## config.mk

```make
export PLATFORM = sky130hd
export DESIGN_NAME = alarm_sequencer_flat
export DESIGN_NICKNAME = d
export VERILOG_FILES = /design/src/rtl/alarm_sequencer_if.sv /design/src/rtl/alarm_sequencer.sv /design/src/flat_wrapper.sv
export SDC_FILE = /design/constraint.sdc
export NUM_CORES = 1
export LEC_CHECK = 0
export ABC_AREA = 0
export CAP_MARGIN = 20
export CORE_ASPECT_RATIO = 1.75
export CORE_MARGIN = 3
export CORE_UTILIZATION = 58
export CTS_CLUSTER_SIZE = 28
export DETAILED_ROUTE_END_ITERATION = 7
export PLACE_DENSITY = 0.95
export SLEW_MARGIN = 20
export SYNTH_ARGS = -nofsm -noshare
export SYNTH_HDL_FRONTEND = slang
export SYNTH_SLANG_ARGS = --single-unit
```

## constraint.sdc

```tcl
create_clock -name clk -period 5.3 [get_ports clk]
set_input_delay 1.59 -clock clk [delete_from_list [all_inputs] [get_ports clk]]
set_output_delay 1.59 -clock clk [all_outputs]
set_load 0.005 [all_outputs]
```

## src/rtl/alarm_sequencer_if.sv

```systemverilog
// Signal bundle between the alarm sequencer and its neighbours: time/alarm buses,
// arm switch, debounced button pulses and the alarm status outputs.
interface alarm_sequencer_if;
    logic        en;
    logic [11:0] time_in;
    logic [11:0] alarm_in;
    logic        snooze;
    logic        stop;
    logic [1:0]  state;
    logic        ringing;
    logic [3:0]  snooze_left;
    logic [4:0]  led;

    // All inputs are sampled on the rising clock edge. snooze and stop are one-cycle pulses.
    // Outputs change only after that edge.
    modport master (
        output en, time_in, alarm_in, snooze, stop,
        input  state, ringing, snooze_left, led
    );

    modport slave (
        input  en, time_in, alarm_in, snooze, stop,
        output state, ringing, snooze_left, led
    );
endinterface

```

## src/rtl/alarm_sequencer.sv

```systemverilog
// Alarm controller: matches the running time against the alarm time and sequences
// the armed / ringing / snoozed cycle with minute-tick timeouts and an LED blink.
module alarm_sequencer #(
    parameter int SYS_FREQ         = 100000000,
    parameter int BLINK_DIV        = 25000000,
    parameter int SNOOZE_MIN       = 5,
    parameter int RING_TIMEOUT_MIN = 10
) (
    input  logic             clk,
    input  logic             rst,
    alarm_sequencer_if.slave bus
);
    if (SYS_FREQ < 1 || BLINK_DIV < 1 || BLINK_DIV > 33554432 ||
        SNOOZE_MIN < 1 || SNOOZE_MIN > 15 ||
        RING_TIMEOUT_MIN < 1 || RING_TIMEOUT_MIN > 15) begin : g_param_check
        $error("alarm_sequencer: parameter out of legal range");
    end

    typedef enum logic [1:0] {
        IDLE   = 2'b00,
        ARMED  = 2'b01,
        RING   = 2'b10,
        SNOOZE = 2'b11
    } state_t;

    localparam logic [3:0]  SNOOZE_LOAD = 4'(SNOOZE_MIN);
    localparam logic [3:0]  TIMEOUT     = 4'(RING_TIMEOUT_MIN);
    localparam logic [25:0] BLINK_LAST  = 26'(BLINK_DIV - 1);

    state_t      st;
    logic [11:0] prev_time;
    logic        tick_valid;
    logic        fired;
    logic [3:0]  ring_cnt;
    logic [3:0]  snooze_cnt;
    logic [25:0] blink_cnt;
    logic        phase;
    logic        tick;
    logic        match;

    assign tick  = tick_valid && (bus.time_in != prev_time);
    assign match = (bus.time_in == bus.alarm_in);

    always_ff @(posedge clk) begin
        prev_time <= bus.time_in;
        if (rst) begin
            st         <= IDLE;
            tick_valid <= 1'b0;
            fired      <= 1'b0;
            ring_cnt   <= 4'd0;
            snooze_cnt <= 4'd0;
            blink_cnt  <= 26'd0;
            phase      <= 1'b0;
        end else begin
            tick_valid <= 1'b1;
            // fired only remembers the current matching minute
            if (!match) fired <= 1'b0;
            if (!bus.en) begin
                st         <= IDLE;
                ring_cnt   <= 4'd0;
                snooze_cnt <= 4'd0;
                blink_cnt  <= 26'd0;
                phase      <= 1'b0;
            end else begin
                case (st)
                    IDLE: st <= ARMED;
                    ARMED: begin
                        if (match && !fired) begin
                            st        <= RING;
                            fired     <= 1'b1;
                            ring_cnt  <= 4'd0;
                            blink_cnt <= 26'd0;
                            phase     <= 1'b1;
                        end
                    end
                    RING: begin
                        if (bus.stop || (!bus.snooze && tick && (ring_cnt + 4'd1 == TIMEOUT))) begin
                            st        <= ARMED;
                            ring_cnt  <= 4'd0;
                            blink_cnt <= 26'd0;
                            phase     <= 1'b0;
                        end else if (bus.snooze) begin
                            st         <= SNOOZE;
                            snooze_cnt <= SNOOZE_LOAD;
                            ring_cnt   <= 4'd0;
                            blink_cnt  <= 26'd0;
                            phase      <= 1'b0;
                        end else begin
                            if (tick) ring_cnt <= ring_cnt + 4'd1;
                            if (blink_cnt == BLINK_LAST) begin
                                blink_cnt <= 26'd0;
                                phase     <= ~phase;
                            end else begin
                                blink_cnt <= blink_cnt + 26'd1;
                            end
                        end
                    end
                    SNOOZE: begin
                        if (bus.stop) begin
                            st         <= ARMED;
                            snooze_cnt <= 4'd0;
                        end else if (tick) begin
                            // snooze expiry returns straight to RING without re-checking match
                            if (snooze_cnt == 4'd1) begin
                                st         <= RING;
                                snooze_cnt <= 4'd0;
                                ring_cnt   <= 4'd0;
                                blink_cnt  <= 26'd0;
                                phase      <= 1'b1;
                            end else begin
                                snooze_cnt <= snooze_cnt - 4'd1;
                            end
                        end
                    end
                    default: st <= IDLE;
                endcase
            end
        end
    end

    assign bus.state       = st;
    assign bus.ringing     = (st == RING);
    assign bus.snooze_left = snooze_cnt;

    always_comb begin
        bus.led = 5'b00000;
        case (st)
            ARMED:   bus.led = 5'b00001;
            SNOOZE:  bus.led = 5'b00010;
            RING:    bus.led = {5{phase}};
            default: bus.led = 5'b00000;
        endcase
    end
endmodule

```

## src/flat_wrapper.sv

```systemverilog
// flat-port wrapper written by rule: the top's interface ports become plain ports
module alarm_sequencer_flat 
#(
    parameter int SYS_FREQ         = 100000000,
    parameter int BLINK_DIV        = 25000000,
    parameter int SNOOZE_MIN       = 5,
    parameter int RING_TIMEOUT_MIN = 10
)
  (clk, rst, bus_en, bus_time_in, bus_alarm_in, bus_snooze, bus_stop, bus_state, bus_ringing, bus_snooze_left, bus_led);
  alarm_sequencer_if bus_i ();
  input  logic clk;
  input  logic rst;
  input wire logic [$bits(bus_i.en)-1:0] bus_en;
  input wire logic [$bits(bus_i.time_in)-1:0] bus_time_in;
  input wire logic [$bits(bus_i.alarm_in)-1:0] bus_alarm_in;
  input wire logic [$bits(bus_i.snooze)-1:0] bus_snooze;
  input wire logic [$bits(bus_i.stop)-1:0] bus_stop;
  output wire logic [$bits(bus_i.state)-1:0] bus_state;
  output wire logic [$bits(bus_i.ringing)-1:0] bus_ringing;
  output wire logic [$bits(bus_i.snooze_left)-1:0] bus_snooze_left;
  output wire logic [$bits(bus_i.led)-1:0] bus_led;
  assign bus_i.en = bus_en;
  assign bus_i.time_in = bus_time_in;
  assign bus_i.alarm_in = bus_alarm_in;
  assign bus_i.snooze = bus_snooze;
  assign bus_i.stop = bus_stop;
  assign bus_state = bus_i.state;
  assign bus_ringing = bus_i.ringing;
  assign bus_snooze_left = bus_i.snooze_left;
  assign bus_led = bus_i.led;
  alarm_sequencer #(.SYS_FREQ(SYS_FREQ), .BLINK_DIV(BLINK_DIV), .SNOOZE_MIN(SNOOZE_MIN), .RING_TIMEOUT_MIN(RING_TIMEOUT_MIN)) u_core (.clk(clk), .rst(rst), .bus(bus_i));
endmodule
```

### Metal 2, run 1

Scale bar: 20 um.
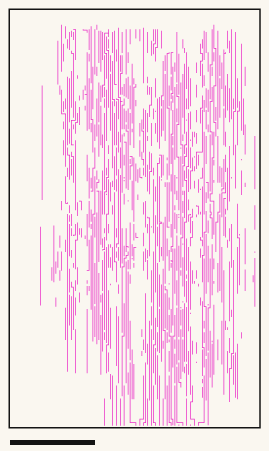
nets with wire on the layer = 347
main direction = vertical

### The metal 3 layer, run 1

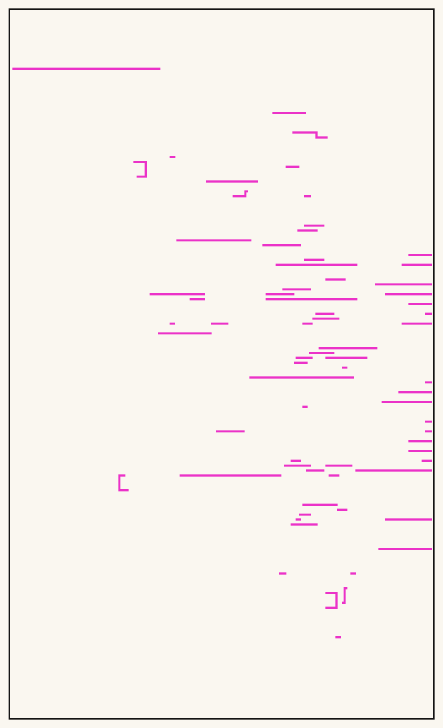
main direction = horizontal
nets with wire on the layer = 54
longest straight run = 20.2 um
share of all routed wire = 3.8%

==> run summary, run 1 <==
Implementation results.

The largest fanout on the critical path is 49. The core utilization at floorplan is 0.599. The wire length on met3 is 286 um. The chip area line in the Yosys stat output reads between 2000 and 3000 um2.

The library cell used most frequently in the layout, excluding fill and tap cells, is sky130_fd_sc_hd__dfxtp_1. The timing report gives the biggest stage delay along the critical path as roughly 0.6 ns. Per the post-synthesis report, the nets total 349. For this run, the register share of the synthesized area comes to 0.362. The top-level port count is 41. The routed length on met2 is 4290 um.

The type of element launching the critical path is an input port. The number of global-route vias before repair is 2681. TritonRoute reported its final design rule violation total as 0. The category of the worst setup path capture point is a flop. The script computed the net switching share of total power as 0.224. In this run the static leakage power is 1.01 nW. By count the netlist is led by sky130_fd_sc_hd__dfxtp_1 (51), sky130_fd_sc_hd__a21oi_1 (31), sky130_fd_sc_hd__xor2_1 (24), sky130_fd_sc_hd__nand2_1 (20), sky130_fd_sc_hd__o21ai_0 (16). CTS placed an instance of sky130_fd_sc_hd__clkbuf_8 at the clock tree root. The worst-case clock skew is around 0.014 ns. The utilization of the core after routing is 0.708. The smallest clock period supported by the final layout is computed as a little under 4 ns. Excluding fillers, the count of instances in the completed layout stands at around 400.

The final layout contains ~380 nets. The clock group power is 321 uW. The tightest slew margin relative to the limit is 0.451. The post-CTS setup-driven buffer insertion count is 0. The slew at the pin with the worst max-slew slack is 0.815 ns.

Setup violations remaining at the end of the flow were counted as 0. The HPWL after detailed placement is 5280 um. The repair_antennas step left the layout with diodes totalling 0. Summed over all routing layers, the global router reports a total usage of 0.269. In this run, CTS created clock tree buffers numbering 5. The first TritonRoute pass finished after 5 iterations. The analysis reports a worst IR drop on VDD of 203 uV. The most instantiated library cell after synthesis is sky130_fd_sc_hd__dfxtp_1.

Per the OpenROAD floorplan log, the height of the die is between 90 and 100 um. The highest clock rate is 0.253 GHz. The synthesized netlist occupies a cell area of between 2000 and 3000 um2. The area added between synthesis and finish is 18.1%. The max-slew violation count is 0.

The finished layout cell area is roughly 3300 um2. The count of buffers added on input and output ports is ~40. The critical path in the final layout is reported with a setup slack of 1.34 ns. Routability-driven placement finished with a final weighted congestion of 0.861. The buffer-and-inverter tally for the worst setup path is 2.

The highest routed metal layer is met4. The CTS H-tree depth is 2. The routed metal-1 wire length is 2620 um. The critical path goes through clkdlybuf4s50_1, nor4b_4, a21o_1, nand2_1, o21a_4, o21ai_2, buf_4, a21oi_1. The tree built by TritonCTS fans out to between 50 and 60 sinks. The flop-to-flop setup slack is 2.67 ns. The number of filler instances in the final layout is 348. The worst register-to-register path ends at u_core.blink_cnt[15]. The per-cell via count in the routed design is roughly 6.7. The area of placed instances is 3200 um2. The vias after detailed routing is 2699. Once detail routing completed, the nets flagged for antenna violations numbered 0. On the worst setup and hold paths after CTS, the clock-pin slew comes to 0.10 ns. Setup repair after global routing left no endpoint under its margin. The combinational family with the most area after synthesis is simple AND/OR/NAND/NOR gates. The fraction of the mapped netlist area in compound gates is 0.209.

The relative contribution of sequential cells to total power is 0.500. The report lists the number of cells resized after CTS as 0. The run finished with clean final reports. The switching component of the power was reported as between 150 and 200 uW. The final layout reports a setup TNS of 0 ns.

The wire length of the first global-routing pass is 12300 um. The cell type of the slowest stage on the worst timing path is sky130_fd_sc_hd__clkdlybuf4s50_1. The number of flops mapped to enable cells by yosys is 0. The number of distinct library cells after synthesis is 56. The startpoint of the most critical register-to-register path is u_core.bus.snooze_left[0]. The synthesized area per cell is ~9.0 um2. The worst setup path is of the in -> reg kind. The initial detailed-routing violation count is 166. The total power is 786 uW. The multiplexer fraction of the synthesized cell area is 0. For this run, the leading register cell type out of synthesis is sky130_fd_sc_hd__dfxtp_1.

The depth of the worst register-to-register path is 8. Per the Yosys statistics, synthesis produced 315 cells. The final hold slack is just under 0.5 ns.
### Power grid, run 1

Scale bar: 20 um. Pins as bars on the die edge.
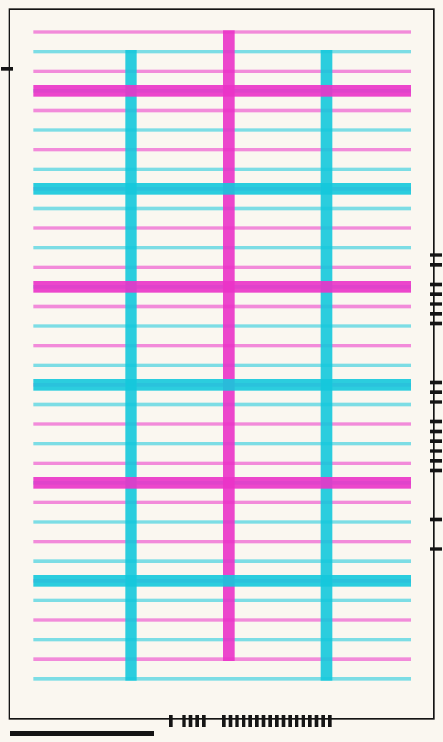
VSS -> cyan
VDD -> magenta
met4 straps = 3
met1 rails = 34
met5 straps = 6
rows = 33
signal pins = 41

-- run 1: sequential cells by signal, summed over array words and instances (netlist names) --
signal and count:
u_core.bus.state 2, u_core.ring_cnt 4, u_core.fired 1, u_core.tick_valid 1
u_core.prev_time 12, u_core.phase 1, u_core.blink_cnt 26, u_core.bus.snooze_left 4
-- run 1: cell type report --
type,count,area [um2],area share
clock buffer,5,68.8,0.0206
clock inverter,3,67.6,0.0203
inverter,9,33.8,0.0101
multi-input combinational,239,1670,0.501
sequential,51,1020,0.306
tap,52,65.1,0.0195
timing repair buffer,41,408,0.122
-- run 1: layer usage --
metal | GRT usage | vias to the layer above
met5 | 0 | -
met4 | 0.134 | 0
met3 | 0.0357 | 31
met2 | 0.509 | 96
met1 | 0.269 | 1313
li1 | - | 1259
==> inputs of run 2 (changes only) <==
--- a/config.mk
+++ b/config.mk
@@ -9,10 +9,10 @@
 export CAP_MARGIN = 20
 export CORE_ASPECT_RATIO = 1.75
 export CORE_MARGIN = 3
-export CORE_UTILIZATION = 58
+export CORE_UTILIZATION = 49
 export CTS_CLUSTER_SIZE = 28
 export DETAILED_ROUTE_END_ITERATION = 7
-export PLACE_DENSITY = 0.95
+export PLACE_DENSITY = 0.87
 export SLEW_MARGIN = 20
 export SYNTH_ARGS = -nofsm -noshare
 export SYNTH_HDL_FRONTEND = slang
==> constraint.sdc (replaced) <==
create_clock -name clk -period 3.2 [get_ports clk]
set_input_delay 0.96 -clock clk [delete_from_list [all_inputs] [get_ports clk]]
set_output_delay 0.96 -clock clk [all_outputs]
set_load 0.005 [all_outputs]
### Power grid, run 2

Scale bar: 20 um. Pins as bars on the die edge.
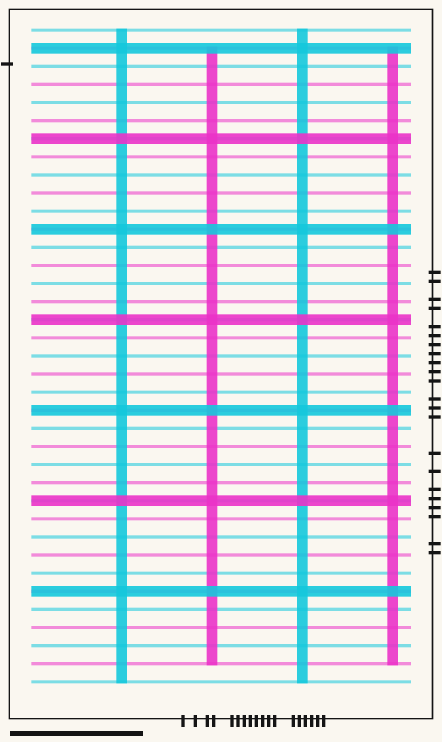
VSS -> cyan
VDD -> magenta
rows = 36
met1 rails = 37
met4 straps = 4
met5 straps = 7
signal pins = 41

### The metal 3 layer, run 2

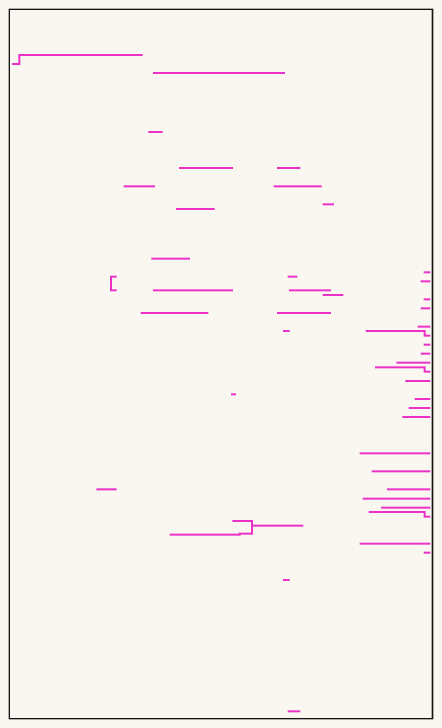
main direction = horizontal
share of all routed wire = 3.8%
nets with wire on the layer = 38
longest straight run = 19.5 um
wire length on this layer = 256 um

### Metal 2, run 2

Scale bar: 20 um.
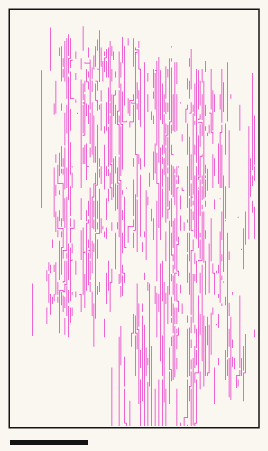
nets with wire on the layer = 351
share of all routed wire = 57%

==> run summary, run 2 <==
Implementation results.

The run finished with clean final reports. The static leakage is 1.05 nW. The per-cell via count in the routed design is around 5.9.

The net count after synthesis is 349. Looking at the area split, the leading class of cells is multi-input combinational cells. The largest individual stage delay along the critical path comes from the cell sky130_fd_sc_hd__nor4_1. The script parses the final routing iteration and logs DRC violations as 0. The main flop type is sky130_fd_sc_hd__dfxtp_1. After the last flow step, the layout net total stands at slightly below 400.

The largest registers in the layout are u_core.blink_cnt: 26 flops, u_core.prev_time: 12 flops. For reference, the critical path cell chain is clkdlybuf4s50_1, xor2_1, nor4_1, nand4b_1, o2bb2ai_1, nand3_1, o41ai_1. The H-tree generated during clock tree synthesis spans 2 levels. Of the total standard cell area in the layout, the multi-input combinational portion is 0.492. Yosys reports that the most numerous cell types are sky130_fd_sc_hd__dfxtp_1 (51), sky130_fd_sc_hd__a21oi_1 (31), sky130_fd_sc_hd__xor2_1 (24), sky130_fd_sc_hd__nand2_1 (20), sky130_fd_sc_hd__o21ai_0 (16). The netlist uses 56 different library cells. The repair_antennas step left the layout with diodes totalling 0. The top-level port count is between 40 and 50.

The stage delay of the slowest cell on the critical path is ~0.5 ns. The number of well taps is 76. The most instantiated library cell after synthesis is sky130_fd_sc_hd__dfxtp_1. The number of buffers created by CTS is 5.

The worst-case clock skew is roughly 0.012 ns. The register with the most flip-flops in the layout has 26 of them. The switching portion of total power is 0.243. The non-clock buffer total of the final layout is about 50. Hold is met by 0.486 ns. The max-slew violation count is 0.

The worst voltage drop across the vdd grid is between 200 and 250 uV. The number of clock sinks came to 51. The category of the worst setup path capture point is a flop. According to the Yosys statistics, the synthesized design has a chip area of 2820 um2. After filler insertion, the fill cell instance count of the layout stands at roughly 500. The final number of setup-violating endpoints is 0. The count of clock-net buffers in the final layout is 7. The slew at the pin with the worst max-slew slack is 0.720 ns. STA classifies the critical path startpoint as an input port. In this run the critical register-to-register path is launched from u_core.bus.snooze_left[0]. The fraction of area in registers is 0.301. Per the layout area report, the register area comes to 1020 um2.

The clock group power is 362 uW. The flop-to-flop setup slack is approximately 0.94 ns. The quantity of I/O buffers inserted on ports is ~40. The depth of the worst register-to-register path is 8. The register area share after synthesis is 0.362. The max-slew check reports its worst relative slack as 0.518. The buffer-and-inverter tally for the worst setup path is 1. Detailed-route iteration 0 reported a violation count of 232. The residual antenna-violating net count after detailed routing is 0. The synthesized netlist occupies a cell area of between 2000 and 3000 um2.

The area of placed instances is 3310 um2. After its last routability iteration, the placer logged a weighted congestion of between 0.8 and 0.9. The net switching power in the latest report is 275 uW. The vias after detailed routing is 2581.

The number of global-route vias before repair is about 2600. For reference, the mux area share after synthesis is 0. Looking at the setup timing report, the critical path kind is in -> reg. The fraction of area in non-clock buffers is 0.146. The relative contribution of sequential cells to total power is 0.574. The post-route minimum period is 2.96 ns. The area added between synthesis and finish is 20.4%. The first global-routing pass estimated 11400 um of wire. Measured along the x axis, the die boundary spans 63.4 um. Counting flops with a built-in enable in the synthesized netlist gives 0. The most instantiated logic cell after routing is sky130_fd_sc_hd__dfxtp_1. The number of gates given a new drive strength after cts is 0. Looking at the clock tree report, the root buffer type is sky130_fd_sc_hd__clkbuf_8. After layout, the worst setup slack is roughly 0.24 ns. For the worst reg-to-reg path, the endpoint reported by OpenROAD is u_core.blink_cnt[5]. The number of logic inverters in the finished layout is 9. For reference, the top logic cell family by area is simple AND/OR/NAND/NOR gates. The total routing usage reported by global routing is 0.210.
-- run 2: cell counts after synthesis --
No cell type changed its count.
-- run 2: per-layer routing --
| layer | vias up | share of wire | track usage |
|---|---|---|---|
| li1 | 1272 | - | - |
| met3 | 11 | 0.038 | 0.0433 |
| met2 | 57 | 0.57 | 0.409 |
| met1 | 1241 | 0.38 | 0.203 |
| met5 | - | 0 | 0 |
| met4 | 0 | 0.018 | 0.0943 |
-- run 2: stage by stage --
stage	TNS, ns	power [mW]	instances	utilization
detailed placement	-0.0252	0.785	426	0.593
global route	0	1.18	434	0.608
CTS	0	1.15	434	0.608
floorplan	0	0.722	315	-
finish	0	1.13	434	0.608
global placement	0	0.782	426	0.593
==> inputs of run 3 (changes only) <==
--- a/config.mk
+++ b/config.mk
@@ -12,8 +12,8 @@
 export CORE_UTILIZATION = 49
 export CTS_CLUSTER_SIZE = 28
 export DETAILED_ROUTE_END_ITERATION = 7
+export GPL_ROUTABILITY_DRIVEN = 1
 export PLACE_DENSITY = 0.87
-export SLEW_MARGIN = 20
 export SYNTH_ARGS = -nofsm -noshare
 export SYNTH_HDL_FRONTEND = slang
 export SYNTH_SLANG_ARGS = --single-unit
### Wiring by layer, run 3

Scale bar: 20 um. Only two layers are drawn.
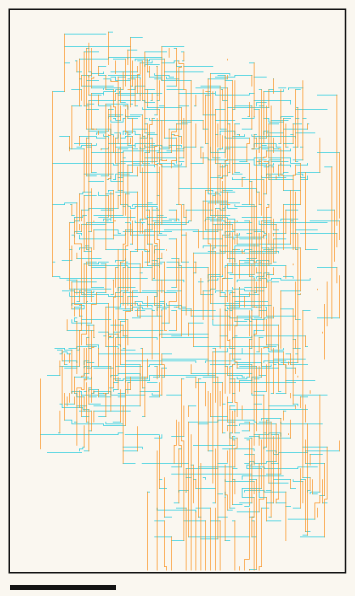
M2 -> orange  # wire length 3810 um
M1 -> cyan  # wire length 2530 um

### Metal 2, run 3

Scale bar: 20 um.
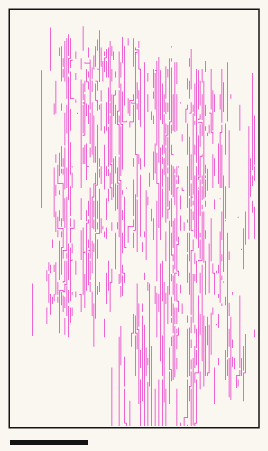
wire length on this layer = 3810 um
share of all routed wire = 57%
nets with wire on the layer = 351
longest straight run = 35.0 um
main direction = vertical

### Power grid, run 3

Scale bar: 20 um. Pins as bars on the die edge.
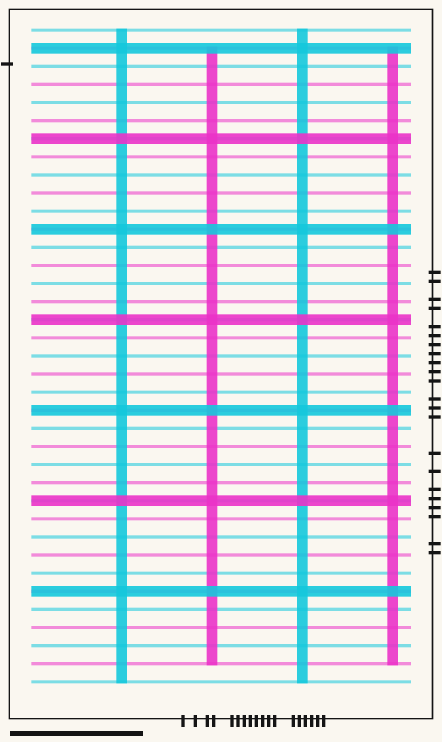
VDD -> magenta
VSS -> cyan
met4 straps = 4
signal pins = 41
met1 rails = 37
met5 straps = 7
rows = 36

==> run summary, run 3 <==
Implementation results.

The run finished with clean final reports. The flop-to-flop setup slack is approximately 0.94 ns. IR analysis of the VDD net gives a maximum drop of between 200 and 250 uV. The area added between synthesis and finish is 20.4%. Leaving out fill and tap cells, the most frequent cell in the layout is sky130_fd_sc_hd__dfxtp_1.

The filler cells instantiated in the layout total between 500 and 600. The most heavily used metal layer in global routing is met2. For this run the top cell type by instance count after synthesis was sky130_fd_sc_hd__dfxtp_1.

The top-level port count is between 40 and 50. The number of logic inverters in the finished layout is 9. Setup repair after global routing left no endpoint under its margin. The clock buffers instantiated in the layout total 7. Routing resource usage on met3 recorded by global route was 0.0433. The sequential cell area in the final layout is about 1000 um2. For this block, wires on met1 add up to 2530 um.

The script reports the combined buffer and inverter count of the critical path as 1. The vertical die dimension reported for this design is 106 um. The global routing met1 resource utilization is 0.203. In the synthesized netlist the dominant register cell turns out to be sky130_fd_sc_hd__dfxtp_1. In this build the clock could be raised as far as 0.337 GHz. Yosys stat counts 315 cells in the synthesized netlist. Clock tree synthesis inserted a total of 5 buffers. Per the area breakdown, the dominant cell category is multi-input combinational cells. In this run the top signal layer used is met4. The logic area is 1670 um2. The register with the most flip-flops in the layout has 26 of them. STA classifies the critical path startpoint as an input port.

The smallest clock period supported by the final layout is computed as 2.96 ns. The cell sequence reported for the critical path is clkdlybuf4s50_1, xor2_1, nor4_1, nand4b_1, o2bb2ai_1, nand3_1, o41ai_1. For this run, the register share of the synthesized area comes to 0.362.

The slew at the pin with the worst max-slew slack is 0.720 ns. The utilization of the core after routing is 0.608. The total inserted antenna cells is 0. In the routed design, unresolved DRC markers number 0. The number of flip-flops and latches is 51. The static leakage is 1.05 nW.

The worst-case clock skew is 0.0120 ns. The number of flops mapped to enable cells by yosys is 0. The fraction of area in registers is 0.301. Leaving out filler cells and counting taps, the final layout contains 434. Per the detailed placement report, the placed cell area equals between 3000 and 4000 um2. The register clock-pin slew on the reported worst setup and hold paths is 0.09 ns. The HPWL after detailed placement is 5040 um. For this run, the total global-route usage over all layers was measured as 0.210. Endpoints with negative setup slack in the final report add up to 0.
[run 3: worst min-delay path by stage]
stage,start,end,slack [ns],cells past startpoint
CTS,u_core.blink_cnt[22],u_core.blink_cnt[22],0.49,2
detailed placement,u_core.blink_cnt[22],u_core.blink_cnt[22],0.48,2
floorplan,u_core.blink_cnt[25],u_core.blink_cnt[25],0.45,2
finish,u_core.blink_cnt[22],u_core.blink_cnt[22],0.49,2
global placement,u_core.blink_cnt[25],u_core.blink_cnt[25],0.46,2
global route,u_core.blink_cnt[25],u_core.blink_cnt[25],0.52,2
[run 3: kinds of logic (layout without fill, tap and decap cells)]
kind of cell    count (synthesis)  after routing  synth area share
buf+inv                        25             68            0.0466
flops                          51             51             0.362
fa+ha+maj                       5              5            0.0222
simple gates                  119            119             0.276
xor+xnor                       27             27            0.0838
compound gates                 88             88             0.209
Power figures rest on the tool's default switching activity, not on a simulated workload.
